--- src/rtl/cnn_pkg.sv ---
// Shared CNN pipeline constants.
// Layer shapes and pixel width are defined here so that conv1, pool1_relu
// and conv2_buf are always built with the same geometry.
package cnn_pkg;

    // Signed two's-complement pixel width used between layers.
    localparam int DATA_BITS      = 12;

    // conv1 output geometry (the input geometry of pool1_relu).
    localparam int CONV1_OUT_W    = 24;
    localparam int CONV1_OUT_H    = 24;
    localparam int CONV1_CHANNELS = 3;

    // pool1 output geometry (the input geometry of conv2_buf).
    localparam int POOL1_OUT_W    = CONV1_OUT_W / 2;
    localparam int POOL1_OUT_H    = CONV1_OUT_H / 2;

    // Signed maximum of two pixels. On a tie either operand is returned;
    // both carry the same value, so the choice is irrelevant.
    function automatic logic signed [DATA_BITS-1:0] smax(
        input logic signed [DATA_BITS-1:0] a,
        input logic signed [DATA_BITS-1:0] b
    );
        return (a > b) ? a : b;
    endfunction

endpackage

--- src/rtl/pool1_relu_lane.sv ---
// pool1_relu_lane: datapath for one channel of the 2x2/stride-2 max-pool + ReLU.
//
// Ports:
//   clk, rst_n  clock, synchronous active-low reset (clears pix_out only)
//   h_even      load hold register with pix_in (valid pixel in an even column)
//   write_en    store the horizontal max in the line buffer (even row, odd col)
//   out_en      produce a pooled output (odd row, odd col)
//   addr        line-buffer slot, i.e. input column >> 1
//   pix_in      signed input pixel for this channel
//   pix_out     registered pooled + ReLU'd pixel; holds its value between outputs
module pool1_relu_lane #(
    parameter int DATA_BITS = 12,
    parameter int HALF_W    = 12,
    parameter int ADDR_W    = 4
) (
    input  logic                        clk,
    input  logic                        rst_n,
    input  logic                        h_even,
    input  logic                        write_en,
    input  logic                        out_en,
    input  logic [ADDR_W-1:0]           addr,
    input  logic signed [DATA_BITS-1:0] pix_in,
    output logic signed [DATA_BITS-1:0] pix_out
);

    logic signed [DATA_BITS-1:0] hold_q, hold_d;
    logic signed [DATA_BITS-1:0] out_q, out_d;
    logic signed [DATA_BITS-1:0] lb_q [HALF_W];

    logic signed [DATA_BITS-1:0] hmax;
    logic signed [DATA_BITS-1:0] lb_rd;
    logic signed [DATA_BITS-1:0] pooled;

    always_comb begin
        hold_d = hold_q;
        out_d  = out_q;

        if (h_even) begin
            hold_d = pix_in;
        end

        // Horizontal pair max; only meaningful on an odd column, which is the
        // only time write_en/out_en can be asserted.
        hmax   = cnn_pkg::smax(hold_q, pix_in);
        // Rows alternate strictly between writing (even) and reading (odd),
        // so the read never sees a same-row write.
        lb_rd  = lb_q[addr];
        pooled = cnn_pkg::smax(lb_rd, hmax);

        if (out_en) begin
            out_d = pooled[DATA_BITS-1] ? '0 : pooled;
        end
    end

    // Hold register and line buffer carry no reset: every entry is rewritten
    // before it is read in each frame.
    always_ff @(posedge clk) begin
        hold_q <= hold_d;
        if (write_en) begin
            lb_q[addr] <= hmax;
        end
    end

    always_ff @(posedge clk) begin
        if (!rst_n) begin
            out_q <= '0;
        end else begin
            out_q <= out_d;
        end
    end

    assign pix_out = out_q;

endmodule

--- src/rtl/pool1_relu.sv ---
// pool1_relu: streaming 2x2/stride-2 max-pool followed by ReLU, CHANNELS lanes
// in lockstep, sitting between the conv1 output stream and conv2_buf.
//
// Stream protocol (both sides): valid-only. A pixel transfers on every clock
// edge where its valid is high; there is no ready, the consumer is always able
// to accept. valid_in may drop for any number of cycles between any two pixels.
//
// Ports:
//   clk, rst_n  clock, synchronous active-low reset
//   valid_in    data_in carries one pixel per channel this cycle
//   data_in     channel c at [c*DATA_BITS +: DATA_BITS], signed, raster order
//   data_out    pooled, ReLU'd pixel per channel (same packing), always >= 0
//   valid_out   data_out valid this cycle, 1 cycle after the window's last pixel
//   frame_done  pulses with the final valid_out of a frame
module pool1_relu #(
    parameter int DATA_BITS = cnn_pkg::DATA_BITS,
    parameter int IN_WIDTH  = cnn_pkg::CONV1_OUT_W,
    parameter int IN_HEIGHT = cnn_pkg::CONV1_OUT_H,
    parameter int CHANNELS  = cnn_pkg::CONV1_CHANNELS
) (
    input  logic                          clk,
    input  logic                          rst_n,
    input  logic                          valid_in,
    input  logic [CHANNELS*DATA_BITS-1:0] data_in,
    output logic [CHANNELS*DATA_BITS-1:0] data_out,
    output logic                          valid_out,
    output logic                          frame_done
);

    localparam int COL_W  = $clog2(IN_WIDTH);
    localparam int ROW_W  = $clog2(IN_HEIGHT);
    localparam int ADDR_W = COL_W - 1;
    localparam int HALF_W = IN_WIDTH / 2;

    localparam logic [COL_W-1:0] LAST_COL = COL_W'(IN_WIDTH - 1);
    localparam logic [ROW_W-1:0] LAST_ROW = ROW_W'(IN_HEIGHT - 1);

    logic [COL_W-1:0] col_q, col_d;
    logic [ROW_W-1:0] row_q, row_d;
    logic             valid_out_q, valid_out_d;
    logic             frame_done_q, frame_done_d;

    // Column/row LSBs are the window phase: bit 0 of col selects the left or
    // right pixel, bit 0 of row selects the top (buffered) or bottom row.
    logic              h_even;
    logic              write_en;
    logic              out_en;
    logic              last_px;
    logic [ADDR_W-1:0] addr;

    always_comb begin
        col_d        = col_q;
        row_d        = row_q;

        h_even       = valid_in & ~col_q[0];
        write_en     = valid_in &  col_q[0] & ~row_q[0];
        out_en       = valid_in &  col_q[0] &  row_q[0];
        last_px      = (col_q == LAST_COL) && (row_q == LAST_ROW);
        addr         = col_q[COL_W-1:1];

        valid_out_d  = out_en;
        frame_done_d = out_en & last_px;

        if (valid_in) begin
            if (col_q == LAST_COL) begin
                col_d = '0;
                row_d = (row_q == LAST_ROW) ? '0 : row_q + 1'b1;
            end else begin
                col_d = col_q + 1'b1;
            end
        end
    end

    always_ff @(posedge clk) begin
        if (!rst_n) begin
            col_q        <= '0;
            row_q        <= '0;
            valid_out_q  <= 1'b0;
            frame_done_q <= 1'b0;
        end else begin
            col_q        <= col_d;
            row_q        <= row_d;
            valid_out_q  <= valid_out_d;
            frame_done_q <= frame_done_d;
        end
    end

    for (genvar g = 0; g < CHANNELS; g++) begin : g_lane
        pool1_relu_lane #(
            .DATA_BITS (DATA_BITS),
            .HALF_W    (HALF_W),
            .ADDR_W    (ADDR_W)
        ) u_lane (
            .clk      (clk),
            .rst_n    (rst_n),
            .h_even   (h_even),
            .write_en (write_en),
            .out_en   (out_en),
            .addr     (addr),
            .pix_in   (data_in[g*DATA_BITS +: DATA_BITS]),
            .pix_out  (data_out[g*DATA_BITS +: DATA_BITS])
        );
    end

    assign valid_out  = valid_out_q;
    assign frame_done = frame_done_q;

endmodule
--- config.mk ---
export PLATFORM = sky130hd
export DESIGN_NAME = pool1_relu
export DESIGN_NICKNAME = d
export VERILOG_FILES = /design/src/rtl/cnn_pkg.sv /design/src/rtl/pool1_relu_lane.sv /design/src/rtl/pool1_relu.sv
export SDC_FILE = /design/constraint.sdc
export NUM_CORES = 1
export LEC_CHECK = 0
export CAP_MARGIN = 20
export CORE_UTILIZATION = 40
export CTS_CLUSTER_DIAMETER = 30
export DETAILED_ROUTE_END_ITERATION = 12
export SYNTH_ARGS = -nofsm -noshare
export SYNTH_HDL_FRONTEND = slang
export SYNTH_HIERARCHICAL = 1
export SYNTH_SLANG_ARGS = --single-unit
--- constraint.sdc ---
create_clock -name clk -period 10 [get_ports clk]
set_input_delay 2 -clock clk [delete_from_list [all_inputs] [get_ports clk]]
set_output_delay 2 -clock clk [all_outputs]
set_load 0.01 [all_outputs]
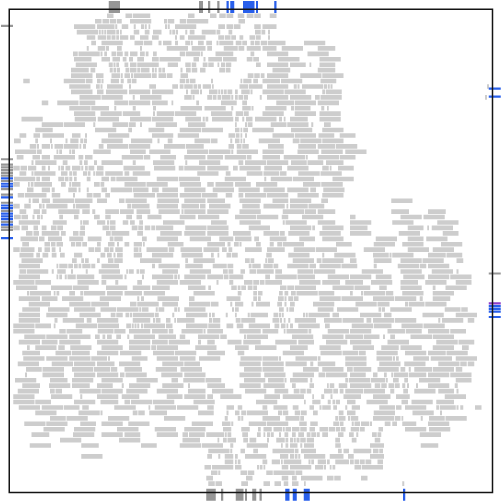
(images/pinout.png)
(2 px per um) Pins as bars across the die edge, other pins in grey.
| port | colour | pins | direction | edge |
|---|---|---|---|---|
| rst_n | purple | 1 | input | right |
| data_out | blue | 36 | output | 11 top, 11 left, 8 bottom, 6 right |
all pins by edge: 26 left, 22 bottom, 21 top, 8 right

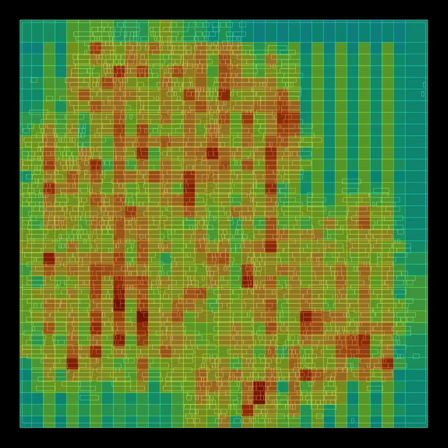
(images/congestion_map.png)
grt met1 use: 0.250
fin util: 0.506

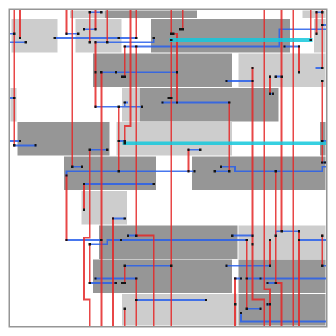
(images/closeup.png)
Window x 108 to 133, y 60 to 85 um. Cells in grey, sequential cells in the stronger grey; small squares are vias.
| layer | colour |
|---|---|
| M1 | blue |
| M3 | cyan |
| M2 | red |
netlist names of flops here include: g_lane.u_lane/lb_q (8)
cells with their middle in the window: 18
most frequent: edfxtp_1 (8)
sequential cells in the window: 10

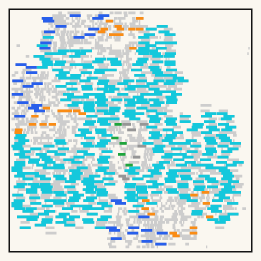
(images/ff_map.png)
(1 px per um) Other sequential cells in the stronger grey, the rest of the logic in the fainter grey.
| name in the netlist | colour | sequential cells |
|---|---|---|
| g_lane.u_lane/pix_out | orange | 33 |
| row_q | green | 5 |
| g_lane.u_lane/hold_q | blue | 36 |
| g_lane.u_lane/lb_q | cyan | 432 |

==> impl_metrics.ini <==
; generated from flow reports
[layout]
drive_gt1_frac = 0.246
final_cell_mix = edfxtp_1 (468), clkbuf_16 (109), mux4_2 (105), inv_1 (77), nand2_1 (75)
seq_area_um2 = 15000
nFillCells = 4693
stdcell_count = 2444
multiInputGateArea_um2 = 7260
insertedDiodeCount = 0
area_growth_syn_to_layout_pct = 24.9

[cts]
cts_sinks = 513
cts_root_buf = clkbuf_16
cts_tree = done
post_cts_buffers = 0
clk_latency_ns = 0.64
cts.clk_slew.worst_paths_ns = 0.05
cts_hold_buf = 0
cts_max_path_buffers = 3

[synth]
yosys_area_um2 = 22800
ys_sh_adder = 0.0369
synth_cell_types = 78
ff_type = edfxtp_1
ys_sh_aoi = 0.0647
edf_count = 468
yosys_warnings = 6
ys_cells = 1421
mux_area_frac = 0.129
synth_flops = 513
synthTopLogicFamily = multiplexers
synthXorXnorAreaFrac = 0.00192
top_cells_by_area = edfxtp_1 (62%), mux4_2 (10%), dfxtp_1 (3.9%)
top_area_cell = edfxtp_1
fp_nets = 1525
synthArstFlopShare = 0
yosysSeqAreaShare = 0.655
syn_avg_cell_area_um2 = 16.1

[pwr]
p_seq_frac = 0.372
p_clk_frac = 0.561
powerDensity_nw_per_um2 = 230
ir_worst_vdd_mv = 0.177
p_int_mw = 5.10
swShare = 0.222

[critical_path]
r2r_end = g_lane[0].u_lane/pix_out[8]$_SDFFE_PN0P_
critPathRequiredTime_ns = 10.49
critPathSlowestCell = mux2i_1
end_kind = flip-flop
r2r_slack_ns = 4.51
path_buffers = 2
r2r-start = g_lane[0].u_lane/hold_q[11]$_DFFE_PP_
path_delay_family = AND-OR/OR-AND gates
start_kind = input port
worstSetupPathType = in -> reg
r2r_cells = 16

[detailed_routing]
vias = 13250
dr.pass1.iters = 5
drt_wl_total_um = 52000
routedWlPerCell_um = 21.3
viasPerCell = 5.42
drc = 0
drt_iter0_drc = 923

[grt]
grt_pass1_wl_um = 80200
grt_pass1_vias = 13695
overflow = 0
grt_max_degree = 65

[die]
fp.dieH_um = 241
chipArea_um2 = 58000
rows = 87
fp_util = 0.405
die_x_um = 241
coreArea_um2 = 56400

[final_timing]
tightest_slew_ns = 1.10
fmax_mhz = 142
relSlewSlack = 0.269
rsz0062_at_grt = false
fin_setup_tns_ns = 0
fin_skew_ns = 0.0373
hold_viol = 0
finalClockPeriodUsage = 0.704
finalSetupViolations = 0

[job]
cap_violations = 0

[outcome]
status = finished, final reports clean

[hold_path]
whs_endpoint = row_q[1]$_SDFFE_PN0P_
holdCritPathClass = reg -> reg

[placed_design]
place_congestion = 0.867
## through the flow
step | worst slack [ns] | hold WS (ns) | power [mW] | instance area [um^2]
6_report | 2.96 | 0.505 | 6.55 | 28500
3_5_place_dp | 2.45 | 0.499 | 2.92 | 24700
4_1_cts | 3.08 | 0.505 | 6.61 | 28500
5_1_grt | 2.73 | 0.529 | 6.76 | 28500
2_1_floorplan | 3.63 | 0.452 | 2.77 | 22800
3_3_place_gp | 2.59 | 0.470 | 2.90 | 24700
## cell usage after synthesis (all sizes together), types with 16 or more instances
cell	instances
mux2	16
nor3b	25
mux2i	38
and4	36
nand2	77
o21a	18
ha	65
inv	77
clkbuf	36
buf	40
nor2b	37
dfxtp	45
o21ai	64
mux4	105
nand4	17
a21oi	30
o31a	25
nor2	45
edfxtp	468
## worst max-delay path by stage
stage / slack (ns) / to / depth (start not counted) / from
floorplan: 3.63 / g_lane[0].u_lane/pix_out[2]$_SDFFE_PN0P_ / 23 / data_in[11]
global placement: 2.59 / g_lane[0].u_lane/pix_out[9]$_SDFFE_PN0P_ / 18 / data_in[11]
detailed placement: 2.45 / g_lane[0].u_lane/pix_out[8]$_SDFFE_PN0P_ / 18 / data_in[11]
CTS: 3.08 / g_lane[0].u_lane/pix_out[8]$_SDFFE_PN0P_ / 18 / data_in[11]
global route: 2.73 / g_lane[0].u_lane/pix_out[8]$_SDFFE_PN0P_ / 18 / data_in[11]
finish: 2.96 / g_lane[0].u_lane/pix_out[8]$_SDFFE_PN0P_ / 18 / data_in[11]
## registers in the layout, indices dropped and copies added (netlist names)
signal and flops:
col_q 5, row_q 5, frame_done 1, g_lane.u_lane/hold_q 36, g_lane.u_lane/pix_out 33, g_lane.u_lane/lb_q 432
valid_out 1
## power by group through the flow
| stage | registers [mW] | clock network, mW | logic, mW |
|---|---|---|---|
| after global placement | 2.47 | 0 | 0.428 |
| after detailed placement | 2.48 | 0 | 0.440 |
| after floorplan | 2.47 | 0 | 0.299 |
| after global routing | 2.44 | 3.84 | 0.483 |
| after CTS | 2.44 | 3.73 | 0.442 |
| final | 2.44 | 3.68 | 0.439 |
## routing by layer
layer  vias up  track usage  wire length, um
li1       6024            -                -
met1      6797        0.250            23500
met2       345        0.296            25000
met3        84       0.0308             2390
met4         0       0.0650             1080
met5         -            0                0
## area by class of cell
class,instances,area share
Clock buffer,125,0.0978
Clock inverter,79,0.0363
Inverter,77,0.0101
Multi-Input combinational cell,755,0.255
Sequential cell,513,0.525
Tap cell,756,0.0332
Timing Repair Buffer,139,0.0430
## tightest hold or removal path, stage by stage (launching register included)
cell	delay [ns]
dfxtp_1	0.33
nand2_1	0.06
mux2i_1	0.06
## kinds of logic after synthesis
kind of cell | after synthesis
flops | 513
simple gates | 311
compound gates | 209
mux | 159
buf+inv | 153
fa+ha+maj | 68
xor+xnor | 5
other cells | 3
No activity file was given, so power comes from the tool's default toggle rates.
